### src/rtl/psram_pkg.sv
// Shared types, constants and helpers for the PSRAM transfer controller.
// Byte ordering helpers convert between bus order (byte0 first) and word order.
package psram_pkg;

    typedef enum logic [2:0] {
        ST_IDLE,
        ST_CMD,
        ST_ADDR,
        ST_WAIT,
        ST_DATA,
        ST_DONE
    } phase_e;

    localparam int CMD_BITS  = 8;
    localparam int ADDR_BITS = 24;
    localparam int MAX_BYTES = 4;

    localparam logic [3:0] DOUTEN_SPI  = 4'b0001;
    localparam logic [3:0] DOUTEN_QUAD = 4'b1111;

    function automatic logic [2:0] eff_bytes(input logic [2:0] sz);
        return (sz == 3'd0 || sz > 3'(MAX_BYTES)) ? 3'(MAX_BYTES) : sz;
    endfunction

    // Places byte0 in the top byte so it leaves the shifter first.
    function automatic logic [31:0] wr_order(input logic [31:0] d);
        return {d[7:0], d[15:8], d[23:16], d[31:24]};
    endfunction

    // The first received byte sits highest among the n captured bytes.
    function automatic logic [31:0] rd_order(input logic [31:0] w, input logic [2:0] n);
        logic [31:0] r;
        r = '0;
        for (int i = 0; i < MAX_BYTES; i++) begin
            if (i < int'(n)) r[8*i +: 8] = w[8*(int'(n) - 1 - i) +: 8];
        end
        return r;
    endfunction

endpackage

### src/rtl/psram_shifter.sv
// 32-bit load/shift register, MSB-first out, serial in at the LSB end.
// Steps by one bit in single-lane mode or by one nibble in quad mode.
module psram_shifter (
    input  logic        clk,
    input  logic        rst_n,
    input  logic        i_load,
    input  logic [31:0] i_load_val,
    input  logic        i_shift,
    input  logic        i_quad,
    input  logic [3:0]  i_sin,
    output logic [31:0] o_word,
    output logic [3:0]  o_sout
);

    logic [31:0] r_word;

    always_ff @(posedge clk or negedge rst_n) begin
        if (!rst_n) begin
            r_word <= '0;
        end else if (i_load) begin
            r_word <= i_load_val;
        end else if (i_shift) begin
            r_word <= i_quad ? {r_word[27:0], i_sin} : {r_word[30:0], i_sin[0]};
        end
    end

    assign o_word = r_word;
    assign o_sout = r_word[31:28];

endmodule

### src/rtl/psram_xfer_ctrl.sv
// Responder for the start/done PSRAM command interface: runs one descriptor
// on the serial PSRAM bus in SPI, QSPI or QPI mode and returns read data.
module psram_xfer_ctrl
    import psram_pkg::*;
#(
    parameter int ADDR_WIDTH = 24,
    parameter int DATA_WIDTH = 32
) (
    input  logic                  clk,
    input  logic                  rst_n,
    input  logic                  start,
    input  logic [ADDR_WIDTH-1:0] addr,
    input  logic [DATA_WIDTH-1:0] data_i,
    output logic [DATA_WIDTH-1:0] data_o,
    input  logic [2:0]            size,
    input  logic                  rd_wr,
    input  logic [7:0]            cmd,
    input  logic [3:0]            wait_states,
    input  logic                  qspi,
    input  logic                  qpi,
    input  logic                  short_cmd,
    output logic                  done,
    output logic                  sck,
    output logic                  ce_n,
    input  logic [3:0]            din,
    output logic [3:0]            dout,
    output logic [3:0]            douten
);

    phase_e                r_state;
    phase_e                w_next_state;
    logic                  r_start_d;
    logic                  r_sck;
    logic [5:0]            r_bit_cnt;
    logic [ADDR_WIDTH-1:0] r_addr;
    logic [31:0]           r_wdata;
    logic [2:0]            r_bytes;
    logic                  r_rd;
    logic [3:0]            r_ws;
    logic                  r_qpi;
    logic                  r_quad;
    logic [31:0]           r_data_o;

    logic                  w_start_rise;
    logic [5:0]            w_len;
    logic                  w_last;
    logic                  w_sck_next;
    logic                  w_cnt_clr;
    logic                  w_cnt_inc;
    logic                  w_load;
    logic [31:0]           w_load_val;
    logic                  w_shift;
    logic                  w_step_quad;
    logic [3:0]            w_sin;
    logic [31:0]           w_word;
    logic [3:0]            w_sout;

    assign w_start_rise = start & ~r_start_d;
    assign w_last       = (r_bit_cnt == w_len - 6'd1);
    assign w_step_quad  = (r_state == ST_CMD) ? r_qpi : r_quad;
    assign w_sin        = r_quad ? din : {3'b000, din[1]};

    always_comb begin
        w_len = '0;
        case (r_state)
            ST_CMD:  w_len = r_qpi  ? 6'(CMD_BITS / 4)  : 6'(CMD_BITS);
            ST_ADDR: w_len = r_quad ? 6'(ADDR_BITS / 4) : 6'(ADDR_BITS);
            ST_WAIT: w_len = {2'b00, r_ws};
            ST_DATA: w_len = r_quad ? {2'b00, r_bytes, 1'b0} : {r_bytes, 3'b000};
            default: w_len = '0;
        endcase
    end

    always_ff @(posedge clk or negedge rst_n) begin
        if (!rst_n) r_state <= ST_IDLE;
        else        r_state <= w_next_state;
    end

    // Every phase advances on the edge that ends an sck-high cycle; DATA keeps
    // one extra low cycle after its last period so ce_n rises two cycles later.
    always_comb begin
        w_next_state = r_state;
        w_sck_next   = 1'b0;
        w_cnt_clr    = 1'b0;
        w_cnt_inc    = 1'b0;
        w_load       = 1'b0;
        w_load_val   = '0;
        w_shift      = 1'b0;
        case (r_state)
            ST_IDLE: begin
                if (w_start_rise) begin
                    w_load    = 1'b1;
                    w_cnt_clr = 1'b1;
                    if (short_cmd) begin
                        w_next_state = ST_ADDR;
                        w_load_val   = {ADDR_BITS'(addr), 8'h00};
                    end else begin
                        w_next_state = ST_CMD;
                        w_load_val   = {cmd, 24'h000000};
                    end
                end
            end
            ST_CMD: begin
                w_sck_next = ~r_sck;
                if (r_sck) begin
                    if (w_last) begin
                        w_next_state = ST_ADDR;
                        w_load       = 1'b1;
                        w_load_val   = {ADDR_BITS'(r_addr), 8'h00};
                        w_cnt_clr    = 1'b1;
                    end else begin
                        w_shift   = 1'b1;
                        w_cnt_inc = 1'b1;
                    end
                end
            end
            ST_ADDR: begin
                w_sck_next = ~r_sck;
                if (r_sck) begin
                    if (w_last) begin
                        w_next_state = (r_rd && r_ws != 4'd0) ? ST_WAIT : ST_DATA;
                        w_load       = 1'b1;
                        w_load_val   = r_rd ? 32'h0 : wr_order(r_wdata);
                        w_cnt_clr    = 1'b1;
                    end else begin
                        w_shift   = 1'b1;
                        w_cnt_inc = 1'b1;
                    end
                end
            end
            ST_WAIT: begin
                w_sck_next = ~r_sck;
                if (r_sck) begin
                    if (w_last) begin
                        w_next_state = ST_DATA;
                        w_load       = 1'b1;
                        w_cnt_clr    = 1'b1;
                    end else begin
                        w_cnt_inc = 1'b1;
                    end
                end
            end
            ST_DATA: begin
                if (r_bit_cnt == w_len) begin
                    w_next_state = ST_DONE;
                end else begin
                    w_sck_next = ~r_sck;
                    if (r_sck) begin
                        w_shift   = 1'b1;
                        w_cnt_inc = 1'b1;
                    end
                end
            end
            ST_DONE: w_next_state = ST_IDLE;
            default: w_next_state = ST_IDLE;
        endcase
    end

    always_ff @(posedge clk or negedge rst_n) begin
        if (!rst_n) begin
            r_start_d <= 1'b0;
            r_sck     <= 1'b0;
            r_bit_cnt <= '0;
            r_addr    <= '0;
            r_wdata   <= '0;
            r_bytes   <= '0;
            r_rd      <= 1'b0;
            r_ws      <= '0;
            r_qpi     <= 1'b0;
            r_quad    <= 1'b0;
            r_data_o  <= '0;
        end else begin
            r_start_d <= start;
            r_sck     <= w_sck_next;
            if (w_cnt_clr)      r_bit_cnt <= '0;
            else if (w_cnt_inc) r_bit_cnt <= r_bit_cnt + 6'd1;
            if (r_state == ST_IDLE && w_start_rise) begin
                r_addr  <= addr;
                r_wdata <= 32'(data_i);
                r_bytes <= eff_bytes(size);
                r_rd    <= rd_wr;
                r_ws    <= wait_states;
                r_qpi   <= qpi;
                r_quad  <= qspi | qpi;
            end
            if (r_state == ST_DATA && w_next_state == ST_DONE && r_rd) begin
                r_data_o <= rd_order(w_word, r_bytes);
            end
        end
    end

    psram_shifter u_shifter (
        .clk        (clk),
        .rst_n      (rst_n),
        .i_load     (w_load),
        .i_load_val (w_load_val),
        .i_shift    (w_shift),
        .i_quad     (w_step_quad),
        .i_sin      (w_sin),
        .o_word     (w_word),
        .o_sout     (w_sout)
    );

    always_comb begin
        douten = 4'b0000;
        case (r_state)
            ST_CMD:  douten = r_qpi  ? DOUTEN_QUAD : DOUTEN_SPI;
            ST_ADDR: douten = r_quad ? DOUTEN_QUAD : DOUTEN_SPI;
            ST_DATA: douten = r_rd ? 4'b0000 : (r_quad ? DOUTEN_QUAD : DOUTEN_SPI);
            default: douten = 4'b0000;
        endcase
    end

    always_comb begin
        dout = 4'b0000;
        if (douten == DOUTEN_QUAD)     dout = w_sout;
        else if (douten == DOUTEN_SPI) dout = {3'b000, w_sout[3]};
    end

    assign ce_n   = (r_state == ST_IDLE) || (r_state == ST_DONE);
    assign done   = (r_state == ST_DONE);
    assign sck    = r_sck;
    assign data_o = DATA_WIDTH'(r_data_o);

endmodule

### config.mk
export PLATFORM = sky130hd
export DESIGN_NAME = psram_xfer_ctrl
export DESIGN_NICKNAME = d
export VERILOG_FILES = /design/src/rtl/psram_pkg.sv /design/src/rtl/psram_shifter.sv /design/src/rtl/psram_xfer_ctrl.sv
export SDC_FILE = /design/constraint.sdc
export NUM_CORES = 1
export LEC_CHECK = 0
export ABC_AREA = 0
export CORE_ASPECT_RATIO = 1.75
export CORE_MARGIN = 2
export CORE_UTILIZATION = 52
export CTS_CLUSTER_SIZE = 16
export DETAILED_ROUTE_END_ITERATION = 16
export PLACE_DENSITY = 0.89
export SLEW_MARGIN = 25
export SYNTH_ARGS = -nofsm -noshare
export SYNTH_HDL_FRONTEND = slang
export SYNTH_SLANG_ARGS = --single-unit
export TNS_END_PERCENT = 30
### constraint.sdc
create_clock -name clk -period 5.2 [get_ports clk]
set_input_delay 0.78 -clock clk [delete_from_list [all_inputs] [get_ports clk]]
set_output_delay 0.78 -clock clk [all_outputs]
set_load 0.05 [all_outputs]
layer_met3.png
Drawn at 3 px/um.
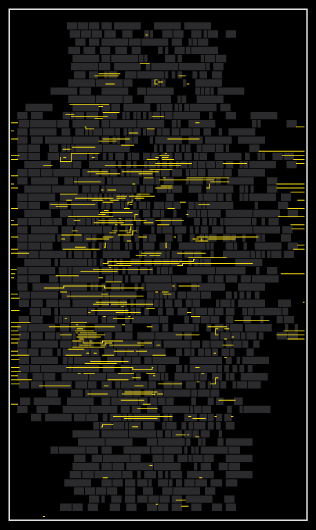
nets with wire on the layer	175
wire length on this layer	1450 um
main direction	horizontal
share of all routed wire	6.2%
longest straight run	28.5 um
DR vias: 7319
Routed WL: 23400 um
met3 usage: 0.0370

placement_by_type.png
Drawn at 2 px/um.
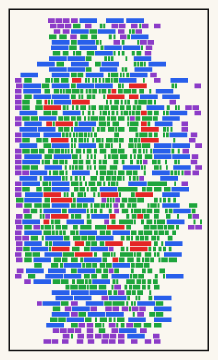
class	colour	cells
clock drivers and dummy loads	red	31
sequential cells	blue	141
combinational and other logic	green	638
remaining buffers and delay cells	purple	136

clocks.png
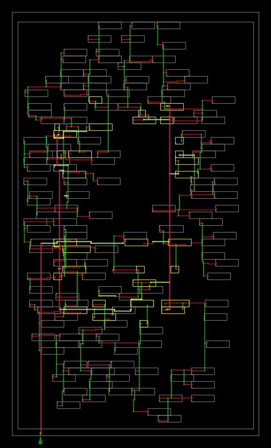
clkbuf count: 20
TritonCTS buffer count: 17
Clock Skew: 0.0132 ns
worst skew pair latency: 0.42 ns
TritonCTS Sinks: 141

==> results.sh <==
# physical design summary
export IMPL_firstDrtPassIters=7
export IMPL_p_sw_uw=3180
export IMPL_worstPathMaxFanout=24
export IMPL_via_per_inst=6.47
export IMPL_synth_seq_share=0.432
export IMPL_hold_buffers=0
export IMPL_wl_met2_um=12100
export IMPL_htree_num_levels=4
export IMPL_r2r_end="u_shifter.o_word[28]"
export IMPL_dieArea_um2=16800
export IMPL_synth_area_mux_share=0.137
export IMPL_synth_compound_area_share=0.223
export IMPL_p_leak_uw=0.00410
export IMPL_initial_core_util=0.531
export IMPL_fin_area_um2=10100
export IMPL_grt_pass1_wl_um=37400
export IMPL_dp_hpwl_um=16700
export IMPL_worstSetupPathType="reg2reg"
export IMPL_final_clk_cell_share=0.0595
export IMPL_grt_max_degree=102
export IMPL_edf_count=0
export IMPL_combPwrFrac=0.530
export IMPL_clock_path_buffers=2
export IMPL_ys_ff=141
export IMPL_seqPwrFrac=0.294
export IMPL_lay_top_count="dfrtp_1"
export IMPL_comb_area_um2=4270
export IMPL_insertedDiodeCount=0
export IMPL_finalClockPeriodUsage=0.777
export IMPL_antenna_found_initial=0
export IMPL_yosys_warnings=1
export IMPL_flops=141
export IMPL_finalPower_uw=6970
export IMPL_seq_area_frac=0.350
export IMPL_ant_nets=0
export IMPL_cp_num_cells=11
export IMPL_outcome="completed"
export IMPL_drtIter0Drc=815
export IMPL_max_freq_ghz=0.247
export IMPL_comb_cell_power_uw=3700
export IMPL_coreArea_um2=15400
export IMPL_p_clk_frac=0.176
export IMPL_syn_nets=939
export IMPL_r2r_cells=11
export IMPL_peakVddDrop_mv=0.459
export IMPL_period_needed_ns=4.04
export IMPL_logic_family="AND-OR/OR-AND gates"
export IMPL_worst_slack_ns=1.16
export IMPL_grt_util_met2=0.486
export IMPL_stdcell_count=1132
export IMPL_taps=186
export IMPL_top_layer="met4"
export IMPL_hp_class="in2async"
export IMPL_crit_chain="nor3b_1 -> a32o_1 -> nor2_2 -> ha_1 -> xnor2_1 -> nor2_1 -> nor4b_1 -> a211oi_1 -> a211oi_4 -> and3_1 -> a32oi_1"
export IMPL_n_fill_cell=1126
export IMPL_placed_area_um2=9490
export IMPL_fin_tns_setup_ns=0
export IMPL_place_inst=1101
export IMPL_arrival_ns=4.28
export IMPL_wl_met3_um=1440
export IMPL_track_usage=0.281
export IMPL_warnings=31
export IMPL_grt_pass1_vias=7177
export IMPL_n_all_inverters=33
export IMPL_top_power_group="combinational cells"
export IMPL_comb_share=0.423
export IMPL_area_delta_synth_final_pct=23.5
export IMPL_gp_congestion=1.01
export IMPL_crit_buf_inv=0
export IMPL_wl_per_cell_um=20.7
export IMPL_post_cts_resized=0
export IMPL_grt_overflow_total=0
export IMPL_worstSetupEndpoint="u_shifter.o_word[28]"
export IMPL_globalRouteMet1Util=0.326
export IMPL_ios=125
export IMPL_flop_area_um2=3530
export IMPL_r2r_slack_ns=1.16
export IMPL_largest_class="combinational gates"
export IMPL_synth_cell_area_um2=8170
export IMPL_cp_start_kind="flop"
export IMPL_cts_root_buffer="clkbuf_16"
export IMPL_critPathMaxStageDelay_ns=0.87
export IMPL_setup_viol=0
export IMPL_p_int_uw=3790
export IMPL_ys_sh_xor=0.00964
export IMPL_top_usage_layer="met2"
export IMPL_final_hold_violation_count=0
export IMPL_tritoncts="built"
export IMPL_timing_final_max_slew_violations=0
export IMPL_flop_cell="dfrtp_1"
export IMPL_fin_util=0.656
export IMPL_post_cts_buffers=0
export IMPL_ys_cells=848
export IMPL_nNonClkBuffers=136
export IMPL_p_per_area_nw_per_um2=691
export IMPL_drc=0
export IMPL_row_count=60
export IMPL_layout_drive_gt1_share=0.156
export IMPL_die_w_um=98.8
export IMPL_worst_path_dominant_cell_family="simple AND/OR/NAND/NOR gates"
export IMPL_hold_ws_ns=0.466
export IMPL_relSlewSlack=0.312
export IMPL_yosysUniqueCellTypes=61
export IMPL_critPathSlowestCell="and3_1"
export IMPL_reg2reg_from="r_state[0]"
export IMPL_ys_chip_area_um2=8170
export IMPL_ys_sh_adder=0.0138
export IMPL_max_cap_violations=0
export IMPL_rsz0062_at_grt="no"
export IMPL_clk_power_uw=1230
export IMPL_yosys_area_share_simple=0.134
export IMPL_die_h_um=170
export IMPL_mostFrequentLayoutCells="dfrtp_1, clkdlybuf4s50_1, nand2_1, mux2_2, nor2_1"
export IMPL_syn_instance_count=848
export IMPL_port_buffers=124
export IMPL_logic_gate_count=605
export IMPL_buf_share=0.132
export IMPL_p_sw_frac=0.457
## cell usage after synthesis (4+ instances only)
cell	number	area, um^2
and3_1	5	31.3
o31ai_1	16	120
buf_2	10	50.1
a21oi_1	49	245
nor3b_1	4	30.0
o211ai_1	59	443
or2_2	4	25.0
dfrtp_1	141	3530
a2bb2oi_1	5	43.8
a21o_1	4	30.0
nand2b_1	5	31.3
xor2_1	4	35.0
and2_1	7	43.8
mux2_2	77	867
a32oi_1	38	333
o21ai_0	36	180
nand4_1	5	31.3
inv_1	32	120
ha_1	9	113
nor2_1	63	236
nand3_1	28	140
nand2_1	94	353
mux2i_1	25	250
a21oi_2	4	35.0
buf_1	7	26.3
clkbuf_1	48	180
a221o_1	7	70.1
xnor2_1	5	43.8
